Figure 1. Nets reached from selected ports.
Drawn at 2 px/um.
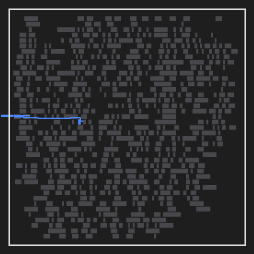
Figure 2. Placed standard cells.
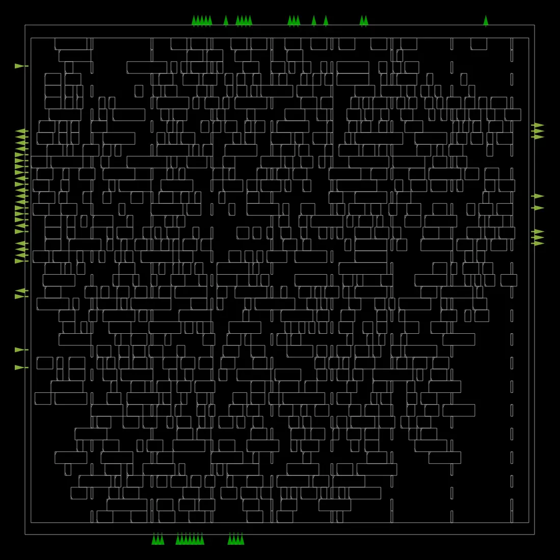
Figure 3. Gate-type map.
Drawn at 4 px/um.
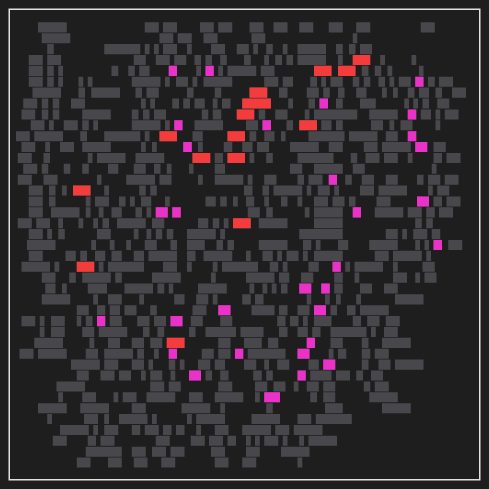
Figure 4. Ports around the boundary.
Drawn at 4 px/um. Pins as bars across the die edge, other pins in gray.
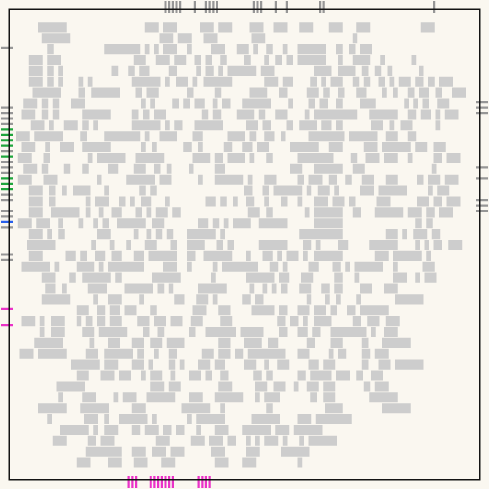
Figure 5. Sizing map.
Drawn at 4 px/um.
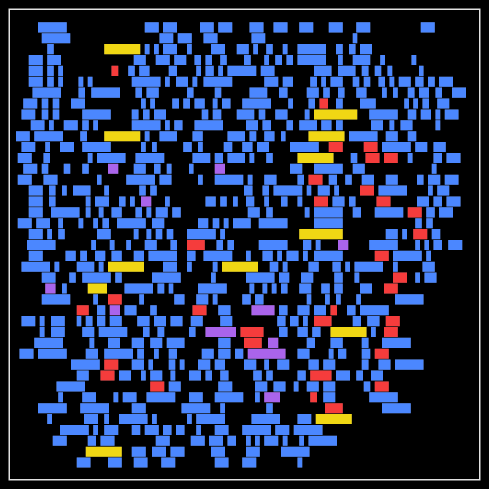
--- src/rtl/conv_ctrl_if.sv ---
// Result stream between the convolution controller and its downstream consumer.
// out_data is held stable while out_valid is high until out_ready accepts it.
interface conv_ctrl_if;
    logic signed [7:0] out_data;
    logic              out_valid;
    logic              out_ready;

    modport master (output out_data, output out_valid, input out_ready);
    modport slave  (input out_data, input out_valid, output out_ready);
endinterface

--- src/rtl/conv_ctrl.sv ---
// Sequencer for a K-tap convolution MAC: walks signal/weight buffer addresses per output
// pixel, drives the MAC strobes, captures the saturated result and hands it downstream.
module conv_ctrl #(
    parameter int K       = 9,
    parameter int MAC_LAT = 2,
    parameter int AW      = 16
) (
    input  logic                clk,
    input  logic                reset,
    input  logic                start,
    input  logic [15:0]         n_out,
    output logic                busy,
    output logic                done,
    output logic [AW-1:0]       sig_addr,
    output logic [7:0]          wgt_addr,
    output logic                clken,
    output logic                s_convout,
    output logic                en_sat,
    output logic                en_mult_r,
    input  logic signed [7:0]   convout,
    conv_ctrl_if.master         out_if
);

    typedef enum logic [2:0] {IDLE, FETCH, TAP, DRAIN, SAT, CAPT, OUT} state_t;

    localparam logic [7:0]    T_LAST = 8'(K - 1);
    localparam logic [3:0]    D_LAST = 4'(MAC_LAT > 0 ? MAC_LAT - 1 : 0);
    localparam logic [AW-1:0] K_AW   = AW'(K);

    state_t            state, state_nxt;
    logic [15:0]       n_lat;
    logic [15:0]       p;
    logic [7:0]        t;
    logic [3:0]        d;
    logic [AW-1:0]     base;
    logic signed [7:0] out_data_q;
    logic              out_valid;
    logic              last_tap;
    logic              last_drain;
    logic              last_pix;
    logic              handshake;

    assign last_tap   = (t == T_LAST);
    assign last_drain = (d == D_LAST);
    assign last_pix   = ((p + 16'd1) == n_lat);
    assign handshake  = out_valid && out_if.out_ready;

    assign out_if.out_data  = out_data_q;
    assign out_if.out_valid = out_valid;
    assign en_mult_r        = busy;

    always_ff @(posedge clk) begin
        if (reset) state <= IDLE;
        else       state <= state_nxt;
    end

    always_comb begin
        state_nxt = state;
        busy      = 1'b1;
        clken     = 1'b0;
        s_convout = 1'b0;
        en_sat    = 1'b0;
        out_valid = 1'b0;
        sig_addr  = '0;
        wgt_addr  = '0;
        case (state)
            IDLE: begin
                busy = 1'b0;
                if (start && (n_out != 16'd0)) state_nxt = FETCH;
            end
            FETCH: begin
                sig_addr  = base;
                state_nxt = TAP;
            end
            // Addresses run one tap ahead to cover the 1-cycle buffer read latency.
            TAP: begin
                clken     = 1'b1;
                s_convout = (t == 8'd0);
                sig_addr  = base + AW'(t) + AW'(1);
                wgt_addr  = t + 8'd1;
                if (last_tap) state_nxt = (MAC_LAT == 0) ? SAT : DRAIN;
            end
            DRAIN: begin
                if (last_drain) state_nxt = SAT;
            end
            SAT: begin
                en_sat    = 1'b1;
                state_nxt = CAPT;
            end
            CAPT: begin
                en_sat    = 1'b1;
                state_nxt = OUT;
            end
            OUT: begin
                out_valid = 1'b1;
                if (out_if.out_ready) state_nxt = last_pix ? IDLE : FETCH;
            end
            default: state_nxt = IDLE;
        endcase
    end

    // Counters, pixel base address (p*K kept incrementally, wrapping at 2^AW) and result capture.
    always_ff @(posedge clk) begin
        if (reset) begin
            n_lat      <= '0;
            p          <= '0;
            t          <= '0;
            d          <= '0;
            base       <= '0;
            out_data_q <= '0;
            done       <= 1'b0;
        end else begin
            done <= 1'b0;
            case (state)
                IDLE: begin
                    if (start) begin
                        if (n_out == 16'd0) begin
                            done <= 1'b1;
                        end else begin
                            n_lat <= n_out;
                            p     <= '0;
                            t     <= '0;
                            base  <= '0;
                        end
                    end
                end
                FETCH: begin
                    t <= '0;
                    d <= '0;
                end
                TAP: begin
                    t <= last_tap ? 8'd0 : t + 8'd1;
                end
                DRAIN: begin
                    d <= d + 4'd1;
                end
                CAPT: begin
                    out_data_q <= convout;
                end
                OUT: begin
                    if (handshake) begin
                        if (last_pix) begin
                            p    <= '0;
                            base <= '0;
                            done <= 1'b1;
                        end else begin
                            p    <= p + 16'd1;
                            base <= base + K_AW;
                        end
                    end
                end
                default: ;
            endcase
        end
    end

endmodule

--- src/flat_wrapper.sv ---
// flat-port wrapper written by rule: the top's interface ports become plain ports
module conv_ctrl_flat 
#(
    parameter int K       = 9,
    parameter int MAC_LAT = 2,
    parameter int AW      = 16
)
  (clk, reset, start, n_out, busy, done, sig_addr, wgt_addr, clken, s_convout, en_sat, en_mult_r, convout, out_if_out_data, out_if_out_valid, out_if_out_ready);
  conv_ctrl_if out_if_i ();
  input  logic clk;
  input  logic reset;
  input  logic start;
  input  logic [15:0] n_out;
  output logic busy;
  output logic done;
  output logic [AW-1:0] sig_addr;
  output logic [7:0] wgt_addr;
  output logic clken;
  output logic s_convout;
  output logic en_sat;
  output logic en_mult_r;
  input  logic signed [7:0] convout;
  output wire logic [$bits(out_if_i.out_data)-1:0] out_if_out_data;
  output wire logic [$bits(out_if_i.out_valid)-1:0] out_if_out_valid;
  input wire logic [$bits(out_if_i.out_ready)-1:0] out_if_out_ready;
  assign out_if_out_data = out_if_i.out_data;
  assign out_if_out_valid = out_if_i.out_valid;
  assign out_if_i.out_ready = out_if_out_ready;
  conv_ctrl #(.K(K), .MAC_LAT(MAC_LAT), .AW(AW)) u_core (.clk(clk), .reset(reset), .start(start), .n_out(n_out), .busy(busy), .done(done), .sig_addr(sig_addr), .wgt_addr(wgt_addr), .clken(clken), .s_convout(s_convout), .en_sat(en_sat), .en_mult_r(en_mult_r), .convout(convout), .out_if(out_if_i));
endmodule
--- config.mk ---
export PLATFORM = sky130hd
export DESIGN_NAME = conv_ctrl_flat
export DESIGN_NICKNAME = d
export VERILOG_FILES = /design/src/rtl/conv_ctrl_if.sv /design/src/rtl/conv_ctrl.sv /design/src/flat_wrapper.sv
export SDC_FILE = /design/constraint.sdc
export NUM_CORES = 1
export LEC_CHECK = 0
export CELL_PAD_IN_SITES_DETAIL_PLACEMENT = 1
export CELL_PAD_IN_SITES_GLOBAL_PLACEMENT = 1
export CORE_MARGIN = 1
export CORE_UTILIZATION = 35
export CTS_CLUSTER_SIZE = 14
export DETAILED_ROUTE_END_ITERATION = 8
export PLACE_DENSITY = 0.69
export SYNTH_ARGS = -nofsm -noshare
export SYNTH_HDL_FRONTEND = slang
export SYNTH_SLANG_ARGS = --single-unit
--- constraint.sdc ---
create_clock -name clk -period 8.7 [get_ports clk]
set_input_delay 1.305 -clock clk [delete_from_list [all_inputs] [get_ports clk]]
set_output_delay 1.305 -clock clk [all_outputs]
set_load 0.05 [all_outputs]
==> results.py <==
# Flow results
metrics = {
    "yosys": {
        "synth_area_sq_mm": 0.00465,
        "top_area_cell": "dfxtp_1",
        "simple_gate_area_frac": 0.302,
    },
    "timing": {
        "relSlewSlack": 0.216,
        "clock_skew_ns": 0.00409,
        "rsz0062_at_grt": "false",
        "holdWs_ns": 0.467,
    },
    "setup_path": {
        "cpPeakStageDelay_ns": 0.79,
        "reg2reg_depth": 9,
    },
    "routing": {
        "wl_per_cell_um": 16.4,
        "drt-initial-drc-count": 162,
        "ant_nets": 0,
        "wirelength_mm": 13.0,
    },
    "cts": {
        "clock-sinks": 72,
        "clk_latency_ns": 0.34,
        "h-tree-depth": 3,
    },
    "floorplan": {
        "die-area_sq_mm": 0.0137,
    },
    "flow_run": {
        "max-cap-violations": 0,
    },
    "placement": {
        "dp.cells": 779,
    },
    "min_path": {
        "hp-start": "u_core.out_if.out_data[4]",
    },
    "run_status": {
        "status": "finished clean",
    },
}
## Picture notes: Figure 1
busy -> blue  # bits 1, direction output, edge left, end cells 1, buffers 1, wire 47.1 um
num ports: 67
I/O Buffers: 66

## Picture notes: Figure 2
fill cell count: 1525
core area: 0.0128 sq mm
Core Rows: 41

## Picture notes: Figure 3
AND and OR gates -> magenta  # cells 31
adder and majority cells -> red  # cells 15
most numerous logic cell after layout: dfxtp_1
fin cells: 795
Comb area share: 0.522

## Picture notes: Figure 4
n_out -> magenta  # pins 16, direction input, edge 14 bottom, 2 left
busy -> blue  # pins 1, direction output, edge left
convout -> green  # pins 8, direction input, edge left
Die Ht: 117 um
die width: 117 um

## Picture notes: Figure 5
drive 1 or less -> blue  # cells 567, share 91%
drive 2 -> red  # cells 33, share 5.3%
drive 6 and up -> yellow  # cells 12, share 1.9%
drive 3 to 4 -> purple  # cells 11, share 1.8%
worst setup margin: 3.63 ns
Area Growth Syn to Fin: 23.0%
bufs w/o clock: 72

==> state kept, by name, summed over array words and instances (netlist names) <==
| name | flops |
|---|---|
| u_core.p | 16 |
| u_core.base | 16 |
| u_core.d | 4 |
| u_core.done | 1 |
| u_core.state | 3 |
| u_core.n_lat | 16 |
| u_core.t | 8 |
| u_core.out_if.out_data | 8 |
==> worst min-delay path, cell delays in order, from the launching register on <==
cell and delay [ns]:
dfxtp_1 0.31, nand2_1 0.05, a21oi_1 0.05
==> metal layers <==
layer | track usage | share of wire
met5 | 0 | 0
met4 | 0.0827 | 0.016
met3 | 0.0273 | 0.029
met2 | 0.329 | 0.47
met1 | 0.285 | 0.49
==> cell usage in the layout, fill, tap and decap left out, types with 6 or more instances in the layout <==
cell type	synthesis	final
a21oi_1	34	34
a31oi_1	9	8
and3_1	10	10
and4_1	8	8
buf_4	7	6
clkbuf_16	0	9
clkdlybuf4s50_1	0	66
dfxtp_1	72	72
ha_1	14	14
inv_1	12	12
mux2i_1	18	18
nand2_1	61	61
nand3_1	28	28
nand4_1	6	6
nor2_1	63	63
nor3_1	17	17
nor3_2	20	20
nor4_1	9	9
o21ai_0	17	17
xnor2_1	31	31
xor2_1	21	21
==> power by group <==
group          leakage [nW]  switching, mW  internal (mW)
sequential            0.583         0.0397          0.358
combinational          1.36          0.312          0.163
clock                 0.158          0.146          0.257
total                  2.10          0.497          0.779
==> area by class of cell <==
type / count / area, sq um
clock inverters: 6 / 82.6
fillers: 1525 / 7060
flip-flops and latches: 72 / 1440
multi-input cells: 450 / 2980
inverters: 13 / 48.8
repair buffers: 72 / 706
well taps: 172 / 215
clock buffers: 10 / 239
Power and IR drop assume default switching activity.
